[config.mk]
export PLATFORM = sky130hd
export DESIGN_NAME = nco_iq_mixer
export DESIGN_NICKNAME = d
export VERILOG_FILES = /design/src/rtl/nco_iq_mixer.sv
export SDC_FILE = /design/constraint.sdc
export NUM_CORES = 1
export LEC_CHECK = 0
export CAP_MARGIN = 20
export CORE_MARGIN = 1.5
export CORE_UTILIZATION = 35
export DETAILED_ROUTE_END_ITERATION = 6
export GPL_TIMING_DRIVEN = 0
export PLACE_DENSITY = 0.58
export SETUP_SLACK_MARGIN = 0.1
export SLEW_MARGIN = 15
export SYNTH_ARGS = -nofsm -noshare
export SYNTH_HDL_FRONTEND = slang
export SYNTH_SLANG_ARGS = --single-unit
[constraint.sdc]
create_clock -name clk -period 6.28 [get_ports clk]
set_input_delay 0.942 -clock clk [delete_from_list [all_inputs] [get_ports clk]]
set_output_delay 0.942 -clock clk [all_outputs]
set_load 0.01 [all_outputs]
[src/rtl/nco_iq_mixer.sv]
// Quadrature upconverter: holds baseband I/Q for SPS NCO samples and
// emits I*cos - Q*sin as a rounded, saturated offset-binary DAC code.
module nco_iq_mixer #(
  parameter int SPS = 4,
  parameter int W   = 14
) (
  input  logic         clk,
  input  logic         reset_n,
  input  logic         clken,
  input  logic         nco_valid,
  input  logic [W-1:0] nco_sin,
  input  logic [W-1:0] nco_cos,
  input  logic [W-1:0] bb_i,
  input  logic [W-1:0] bb_q,
  input  logic         bb_valid,
  output logic         bb_ready,
  output logic [W-1:0] dac_data,
  output logic         dac_valid,
  output logic         underrun
);

  localparam int DW = 2 * W + 1;
  localparam logic [15:0] LAST = 16'(SPS - 1);
  localparam logic signed [DW-1:0] RND = DW'(2 ** (W - 2));
  localparam logic signed [DW-1:0] SMAX = DW'(2 ** (W - 1) - 1);
  localparam logic signed [DW-1:0] SMIN = DW'(-(2 ** (W - 1)));

  typedef enum logic {IDLE, RUN} state_t;

  state_t         state, state_nx;
  logic [15:0]    cnt, cnt_nx;
  logic [W-1:0]   pend_i, pend_q;
  logic           pend_full;
  logic [W-1:0]   cur_i, cur_q, cur_i_nx, cur_q_nx;
  logic           tick, accept, avail, boundary;
  logic           load, under_nx;
  logic [W-1:0]   src_i, src_q;

  assign bb_ready = ~pend_full;
  assign accept   = bb_valid & ~pend_full;
  assign tick     = clken & nco_valid;
  assign avail    = pend_full | accept;
  assign boundary = (cnt == LAST);
  assign src_i    = pend_full ? pend_i : bb_i;
  assign src_q    = pend_full ? pend_q : bb_q;

  always_comb begin
    state_nx = state;
    cnt_nx   = cnt;
    cur_i_nx = cur_i;
    cur_q_nx = cur_q;
    load     = 1'b0;
    under_nx = 1'b0;
    if (tick) begin
      unique case (state)
        IDLE: begin
          if (avail) begin
            load     = 1'b1;
            cnt_nx   = '0;
            cur_i_nx = src_i;
            cur_q_nx = src_q;
            state_nx = RUN;
          end
        end
        RUN: begin
          if (!boundary) begin
            cnt_nx = cnt + 16'd1;
          end else if (avail) begin
            load     = 1'b1;
            cnt_nx   = '0;
            cur_i_nx = src_i;
            cur_q_nx = src_q;
          end else begin
            under_nx = 1'b1;
            cur_i_nx = '0;
            cur_q_nx = '0;
            state_nx = IDLE;
          end
        end
        default: state_nx = IDLE;
      endcase
    end
  end

  always_ff @(posedge clk or negedge reset_n) begin
    if (!reset_n) begin
      state    <= IDLE;
      cnt      <= '0;
      cur_i    <= '0;
      cur_q    <= '0;
      underrun <= 1'b0;
    end else begin
      state    <= state_nx;
      cnt      <= cnt_nx;
      cur_i    <= cur_i_nx;
      cur_q    <= cur_q_nx;
      underrun <= under_nx;
    end
  end

  // A bypass load consumes the offered symbol, so the buffer stays empty.
  always_ff @(posedge clk or negedge reset_n) begin
    if (!reset_n) begin
      pend_full <= 1'b0;
      pend_i    <= '0;
      pend_q    <= '0;
    end else if (accept && !(load && !pend_full)) begin
      pend_full <= 1'b1;
      pend_i    <= bb_i;
      pend_q    <= bb_q;
    end else if (load && pend_full) begin
      pend_full <= 1'b0;
    end
  end

  logic                 v1, v2;
  logic signed [2*W-1:0] p_c, p_s;
  logic signed [DW-1:0]  d, r_full, r;
  logic [W-1:0]          s;

  assign d = {p_c[2*W-1], p_c} - {p_s[2*W-1], p_s};
  assign r_full = (d + RND) >>> (W - 1);

  always_comb begin
    s = r[W-1:0];
    if (r > SMAX) s = SMAX[W-1:0];
    else if (r < SMIN) s = SMIN[W-1:0];
  end

  always_ff @(posedge clk or negedge reset_n) begin
    if (!reset_n) begin
      v1        <= 1'b0;
      v2        <= 1'b0;
      p_c       <= '0;
      p_s       <= '0;
      r         <= '0;
      dac_valid <= 1'b0;
      dac_data  <= {1'b1, {(W-1){1'b0}}};
    end else if (clken) begin
      v1  <= tick;
      p_c <= $signed({{W{cur_i[W-1]}}, cur_i})
           * $signed({{W{nco_cos[W-1]}}, nco_cos});
      p_s <= $signed({{W{cur_q[W-1]}}, cur_q})
           * $signed({{W{nco_sin[W-1]}}, nco_sin});
      v2  <= v1;
      r   <= r_full;
      dac_valid <= v2;
      if (v2) dac_data <= {~s[W-1], s[W-2:0]};
    end
  end

endmodule
Fig. 1: logic cells by family
Scale bar: 100 um.
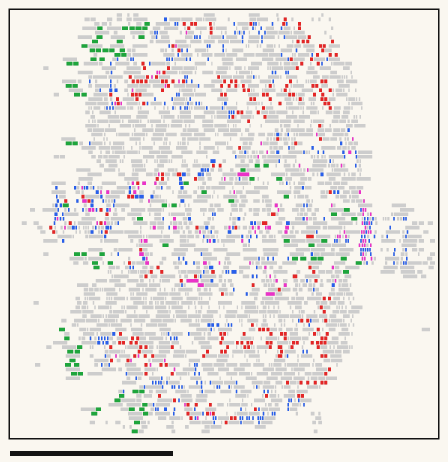
- and/or cells: red (cells 245)
- nor cells: magenta (cells 111)
- nand cells: blue (cells 368)
- mux cells: green (cells 83)
Comb area share: 65.8%
most numerous logic cell after layout: inv_1

Fig. 2: close-up of the layout
Scale bar: 10 um. Window x 119 to 144, y 66 to 91 um. Cells in gray, sequential cells in the stronger gray; small squares are vias.
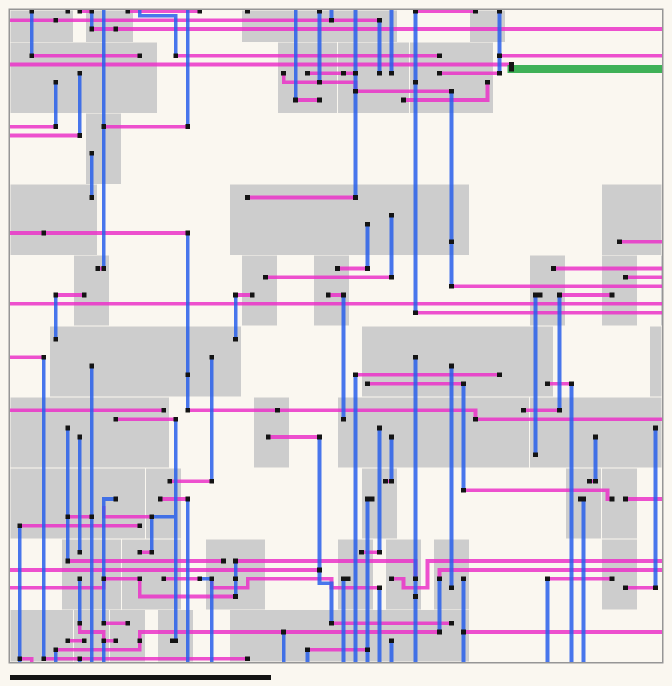
- M2: blue
- M3: green
- M1: magenta
- most frequent: inv_1 (14), fa_1 (6)
- sequential cells in the window: 0
- cells with their middle in the window: 33

## stage by stage
step           util, %  hold slack, ns  setup TNS [ns]
3_5_place_dp      38.2           0.464          -31.34
3_3_place_gp      38.2           0.459         -486.13
5_1_grt           40.5           0.450               0
4_1_cts           39.9           0.438               0
2_1_floorplan        -           0.448               0
6_report          40.5           0.434               0
## repair_timing
item | in CTS | in global routing
pin swaps | 18 | 39
endpoints found under the setup margin | 30 | 22
gates cloned | 0 | 0
hold buffers | 0 | 0
setup buffers | 15 | 11
gates resized | 207 | 168
==> impl_metrics.tcl <==
# flow metrics
set metrics [dict create \
    status "completed" \
    ys_cells 2516 \
    mux_area_share_pct 3.76 \
    coreArea_sq_um 67000 \
    hpwl_mm 52.2 \
    top_usage_layer "met2" \
    placed_area_sq_um 25600 \
    cpPeakStageDelay_ns 0.56 \
    instances_no_fill 3526 \
    cts_tree "done" \
    cp.arrival_ns 6.48 \
    nFlopsAndLatches 164 \
    r2r_slack_ns 0.23 \
    reg_top3 "p_c x28, p_s x28" \
    clock_latency_ns 0.48 \
    crit_path_frequent_cell "fa_1" \
    dr.first_iter.drc_count 1081 \
    track_usage_pct 19.0 \
    n_antenna_cell 1 \
    fin_crit_sh_pct 96.9 \
    std_cell_rows 95 \
    synth_area_leader_cell "fa_1" \
    postSynthSeqShare_pct 17.4 \
    clock_path_buffers 2 \
    cp.required_ns 6.68 \
    logic_gates 1766 \
    finalWirelength_mm 63.5 \
    viasPerCell 5.06 \
    warning_count 29 \
    cp.depth 19 \
    area_dominant_class "logic gates" \
    worstMarginPinSlew_ns 0.969 \
    edf_count 0 \
    worst-path-max-fanout 10 \
    slew_headroom_pct 35.4 \
    ys_area_sq_um 23600 \
    ys_ff 164 \
    cts.sinks 164 \
    routed.top_layer "met4" \
    clk_pin_slew_ns 0.07 \
    ios 78 \
    netlist_area_sq_um 23600 \
    wl_met3_mm 4.07 \
    grt.met2_usage_pct 31.6 \
    ys_warn_count 0 \
    synthTopCellsByCount "inv_1, fa_1, nand2_1" \
    endpoint "p_c[27]$_DFFE_PN0P_" \
    dp_slack_ns -1.71 \
    syn_area_per_cell_sq_um 9.39 \
    fmax_mhz 164 \
    cts-htree-levels 4 \
    antenna_found_initial 4 \
    antenna_left 0 \
    grt_pass1_vias 19181 \
    layout-drive-gt1-share_pct 10.9 \
    ys_sh_xor_pct 2.22 \
    fp_nets 3155 \
    finalSetupViolCount 0 \
    finalHoldViolations 0 \
    flop_cell "dfrtp_1" \
    critPathKind "in -> reg" \
    worstPathCellList "clkdlybuf4s15_1, buf_8, and2_1, fa_1, fa_1, fa_1, fa_1, fa_1, inv_1, fa_1, inv_2, ha_4, a21oi_4, o21ai_4, nor4_4, o32ai_4, o311a_1, or3_1, a31oi_1" \
    seq-cell-share_pct 15.2 \
]
